Fig. 1: cell outlines without signal wires
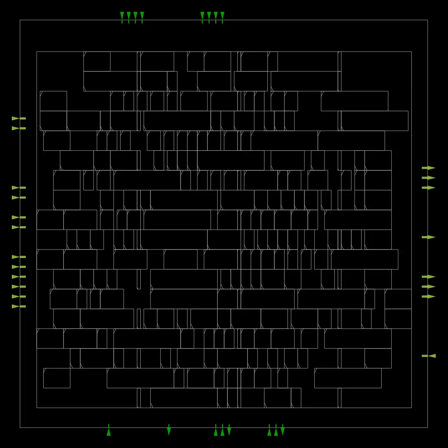
Fig. 2: placement by cell class
Bar = 20 microns. Fill, decap, tap and diode cells in gray.
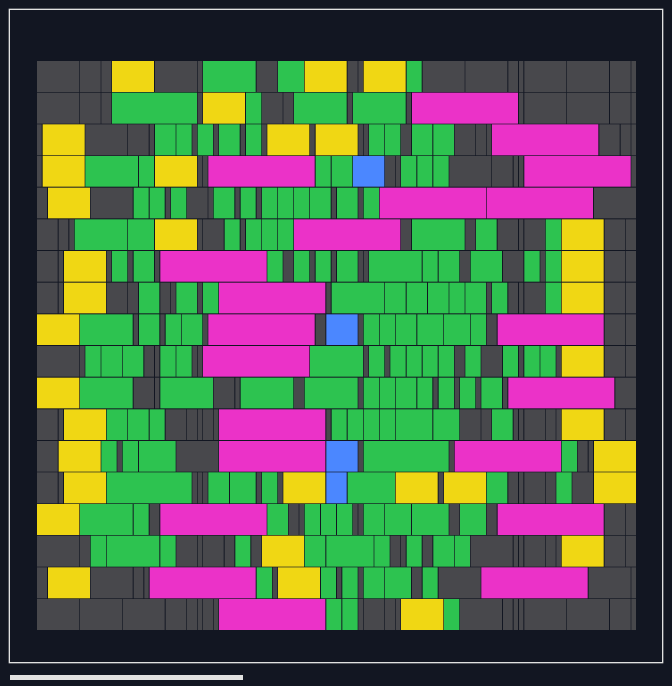
Fig. 3: sequential cells colored by instance or generate block
Other cells in gray.
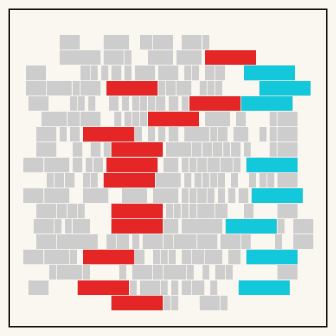
--- config.mk ---
export PLATFORM = sky130hd
export DESIGN_NAME = funct_generator_adder_pipe
export DESIGN_NICKNAME = d
export VERILOG_FILES = /design/src/rtl/funct_generator_pkg.sv /design/src/rtl/funct_generator_adder_stage.sv /design/src/rtl/funct_generator_adder_pipe.sv
export SDC_FILE = /design/constraint.sdc
export NUM_CORES = 1
export LEC_CHECK = 0
export ABC_AREA = 1
export CAP_MARGIN = 15
export CORE_MARGIN = 2
export CORE_UTILIZATION = 52
export CTS_CLUSTER_DIAMETER = 60
export DETAILED_ROUTE_END_ITERATION = 6
export PLACE_DENSITY = 0.84
export SKIP_LAST_GASP = 1
export SYNTH_ARGS = -nofsm -noshare
export SYNTH_HDL_FRONTEND = slang
export SYNTH_SLANG_ARGS = --single-unit
--- constraint.sdc ---
create_clock -name clk -period 4.2 [get_ports clk]
set_input_delay 0.84 -clock clk [delete_from_list [all_inputs] [get_ports clk]]
set_output_delay 0.84 -clock clk [all_outputs]
set_load 0.02 [all_outputs]
--- src/rtl/funct_generator_pkg.sv ---
// Shared sizing helpers for the function generator adder tree.
// Widths are derived from addend count so every stage stays lossless.
package funct_generator_pkg;

   localparam int MAX_INPUTS = 16;

   function automatic int adder_levels(input int n);
      return $clog2(n);
   endfunction

   function automatic int full_width(input int win, input int n);
      return win + $clog2(n);
   endfunction

endpackage

--- src/rtl/funct_generator_adder_stage.sv ---
// One registered level of the adder tree: pairwise sums of its input lanes.
// Loads when empty or when the level below drains; bubbles collapse.
module funct_generator_adder_stage #(
   parameter int LANES_IN = 2,
   parameter int W_IN     = 5
) (
   input  logic                                clk,
   input  logic                                rst_n,
   input  logic                                clrh,
   input  logic                                enh,
   input  logic                                valid_i,
   input  logic [LANES_IN*W_IN-1:0]            data_i,
   output logic                                ready_o,
   output logic                                valid_o,
   output logic [(LANES_IN/2)*(W_IN+1)-1:0]    data_o,
   input  logic                                ready_i
);

   localparam int LO = LANES_IN / 2;
   localparam int WO = W_IN + 1;

   logic [LO*WO-1:0] sum;

   always_comb begin
      sum = '0;
      for (int i = 0; i < LO; i++) begin
         sum[i*WO +: WO] = WO'(data_i[2*i*W_IN +: W_IN])
                         + WO'(data_i[(2*i+1)*W_IN +: W_IN]);
      end
   end

   assign ready_o = enh & ~clrh & (~valid_o | ready_i);

   // Data only moves with a valid word so a held output never changes.
   always_ff @(posedge clk or negedge rst_n) begin
      if (!rst_n) begin
         valid_o <= 1'b0;
         data_o  <= '0;
      end else if (clrh) begin
         valid_o <= 1'b0;
         data_o  <= '0;
      end else if (ready_o) begin
         valid_o <= valid_i;
         if (valid_i) begin
            data_o <= sum;
         end
      end
   end

endmodule

--- src/rtl/funct_generator_adder_pipe.sv ---
// Pipelined N-input unsigned adder tree with valid/ready flow control.
// Output is width-reduced with optional saturation and overflow flag.
module funct_generator_adder_pipe
   import funct_generator_pkg::*;
#(
   parameter int NUM_INPUTS     = 4,
   parameter int DATA_WIDTH_IN  = 5,
   parameter int DATA_WIDTH_OUT = 7,
   parameter int SAT_EN         = 1
) (
   input  logic                                      clk,
   input  logic                                      rst_n,
   input  logic                                      clrh,
   input  logic                                      enh,
   input  logic [NUM_INPUTS-1:0][DATA_WIDTH_IN-1:0]  data_i,
   input  logic                                      valid_i,
   output logic                                      ready_o,
   output logic [DATA_WIDTH_OUT-1:0]                 data_o,
   output logic                                      valid_o,
   input  logic                                      ready_i,
   output logic                                      ovf_o
);

   localparam int LEVELS = adder_levels(NUM_INPUTS);
   localparam int FULL_W = full_width(DATA_WIDTH_IN, NUM_INPUTS);
   localparam int NP     = 1 << LEVELS;

   logic [NP*DATA_WIDTH_IN-1:0] padded;
   logic [LEVELS:0]             vld;
   logic [LEVELS+1:1]           rdy;
   logic [FULL_W-1:0]           fsum;

   always_comb begin
      padded = '0;
      padded[NUM_INPUTS*DATA_WIDTH_IN-1:0] = data_i;
   end

   assign vld[0]        = valid_i;
   assign rdy[LEVELS+1] = ready_i;
   assign ready_o       = rdy[1];
   assign valid_o       = vld[LEVELS];

   for (genvar k = 1; k <= LEVELS; k++) begin : g_lvl
      localparam int LIN = NP >> (k - 1);
      localparam int WIN = DATA_WIDTH_IN + k - 1;

      logic [LIN*WIN-1:0]         din;
      logic [(LIN/2)*(WIN+1)-1:0] dout;

      if (k == 1) begin : g_src
         assign din = padded;
      end else begin : g_src
         assign din = g_lvl[k-1].dout;
      end

      funct_generator_adder_stage #(
         .LANES_IN (LIN),
         .W_IN     (WIN)
      ) u_stage (
         .clk     (clk),
         .rst_n   (rst_n),
         .clrh    (clrh),
         .enh     (enh),
         .valid_i (vld[k-1]),
         .data_i  (din),
         .ready_o (rdy[k]),
         .valid_o (vld[k]),
         .data_o  (dout),
         .ready_i (rdy[k+1])
      );
   end

   assign fsum = g_lvl[LEVELS].dout;

   // Reduction is pure logic on the last register, so it holds with it.
   if (DATA_WIDTH_OUT >= FULL_W) begin : g_wide
      assign data_o = DATA_WIDTH_OUT'(fsum);
      assign ovf_o  = 1'b0;
   end else begin : g_narrow
      logic ov;
      assign ov     = |fsum[FULL_W-1:DATA_WIDTH_OUT];
      assign ovf_o  = ov;
      assign data_o = ((SAT_EN != 0) && ov) ? {DATA_WIDTH_OUT{1'b1}}
                                            : fsum[DATA_WIDTH_OUT-1:0];
   end

endmodule
==> results.json <==
{
  "outcome": "finished, final reports clean",
  "ys_seq_elements": 21,
  "nets": 258,
  "synth_seq_share_pct": 37.3,
  "h-tree-depth": 1,
  "cts_max_path_buffers": 2,
  "cts_hold_buf": 0,
  "hold_path.class": "flip-flop to flip-flop",
  "hold_viol_final": 0,
  "die_w_microns": 56.0,
  "grt_pass1_wl_mm": 5.49,
  "clk_pin_slew_worst_paths_ns": 0.11,
  "cts_made_buffers": 3,
  "fp.dieH_microns": 56.0,
  "lay_top_count": "nand2_1",
  "place.port_buffers": 34,
  "drive_gt1_share_pct": 6.60,
  "clock-root-buffer": "clkbuf_4",
  "antenna_found_initial": 0,
  "final_antenna_net_count": 0,
  "crit_fanout": 4,
  "power_uw": 438,
  "syn_avg_cell_area_sq_um": 8.00,
  "combPwrFrac_pct": 27.0,
  "netlist_instances": 176
}
About Fig. 1:
core area: 2520 sq um
Final Util: 71.1%

About Fig. 2:
[blue] clock drivers and dummy loads | cells: 4 | share of their area: 1.6%
[green] remaining logic cells | cells: 153 | share of their area: 49%
[yellow] remaining buffers and delay cells | cells: 34 | share of their area: 19%
[magenta] registers | cells: 21 | share of their area: 30%
flop share of the area: 29.3%
design area: 1790 sq um
row count: 18

About Fig. 3:
[red] `g_lvl[1]` | flops: 13
[cyan] `g_lvl[2]` | flops: 8
Die Size: 3140 sq um
Finished Layout Cells: 242

final timing paths:
check	slack, ns	cells past startpoint	endpoint	startpoint
max	1.03	5	ready_o	clrh
min	0.49	2	g_lvl[2].u_stage.data_o[0]	g_lvl[2].u_stage.data_o[0]
max reg2reg	2.56	8	g_lvl[2].u_stage.data_o[6]	g_lvl[1].u_stage.data_o[0]
min reg2reg	0.49	2	g_lvl[2].u_stage.data_o[0]	g_lvl[2].u_stage.data_o[0]
max in group asynchronous	2.63	1	g_lvl[1].u_stage.valid_o	rst_n
min in group asynchronous	1.02	1	g_lvl[2].u_stage.data_o[2]	rst_n
power groups by stage:
stage | combinational [mW] | sequential [mW] | clock (mW)
2_1_floorplan | 0.0666 | 0.224 | 0
3_3_place_gp | 0.112 | 0.223 | 0
3_5_place_dp | 0.118 | 0.224 | 0
4_1_cts | 0.119 | 0.220 | 0.0995
5_1_grt | 0.134 | 0.222 | 0.109
6_report | 0.118 | 0.220 | 0.0996
sequential cells by signal (all words and copies together), names as in the netlist:
| register | flops |
|---|---|
| g_lvl.u_stage.valid_o | 2 |
| g_lvl.u_stage.data_o | 19 |
cells in the mapped netlist:
master | n | area, sq um
o21ai_2 | 1 | 8.76
buf_4 | 1 | 7.51
a21oi_1 | 8 | 40.0
o22ai_1 | 1 | 6.26
fa_1 | 3 | 60.1
buf_6 | 1 | 11.3
o21ai_0 | 12 | 60.1
inv_1 | 21 | 78.8
nand3b_1 | 1 | 7.51
nand4_1 | 1 | 6.26
xor2_1 | 2 | 17.5
nand3_1 | 7 | 35.0
nand2_2 | 1 | 6.26
conb_1 | 1 | 3.75
nor2_1 | 8 | 30.0
nor2_4 | 2 | 22.5
o21ai_1 | 8 | 40.0
nand2_1 | 54 | 203
nor2_2 | 3 | 18.8
dfrtp_1 | 21 | 526
ha_1 | 16 | 200
or2_2 | 3 | 18.8
worst max-delay path, stage by stage:
cell             delay (ns)
clkdlybuf4s50_1        0.50
nor2_2                 0.21
nand2_2                0.10
inv_1                  0.08
clkdlybuf4s50_1        0.61
per-layer routing:
layer  vias up  wire length, microns  GRT usage, %  part of all wire (%)
li1        636                     -             -                     -
met1       575                  1210          24.5                    40
met2        47                  1550          39.0                    51
met3        13                   144          2.79                   4.8
met4         0                   124          13.3                   4.1
met5         -                     0             0                     0
logic make-up (layout without fill, tap and decap cells):
| logic type | count (synthesis) | after routing | synth area share, % |
|---|---|---|---|
| adder cells (fa/ha/maj) | 19 | 19 | 18.5 |
| other | 1 | 1 | 0.266 |
| AND/OR/NAND/NOR | 80 | 80 | 24.7 |
| flip-flops | 21 | 21 | 37.3 |
| AND-OR/OR-AND | 30 | 30 | 11.0 |
| buffers and inverters | 23 | 59 | 6.93 |
| XOR/XNOR | 2 | 2 | 1.24 |
layout make-up:
class / instances / area (sq um) / area share [%]
Tap cell: 30 / 37.5 / 2.09
Inverter: 21 / 78.8 / 4.39
Sequential cell: 21 / 526 / 29.3
Multi-Input combinational cell: 132 / 785 / 43.7
Clock inverter: 1 / 5.00 / 0.279
Timing Repair Buffer: 34 / 340 / 19.0
Clock buffer: 3 / 22.5 / 1.26
Power and IR drop assume default switching activity.
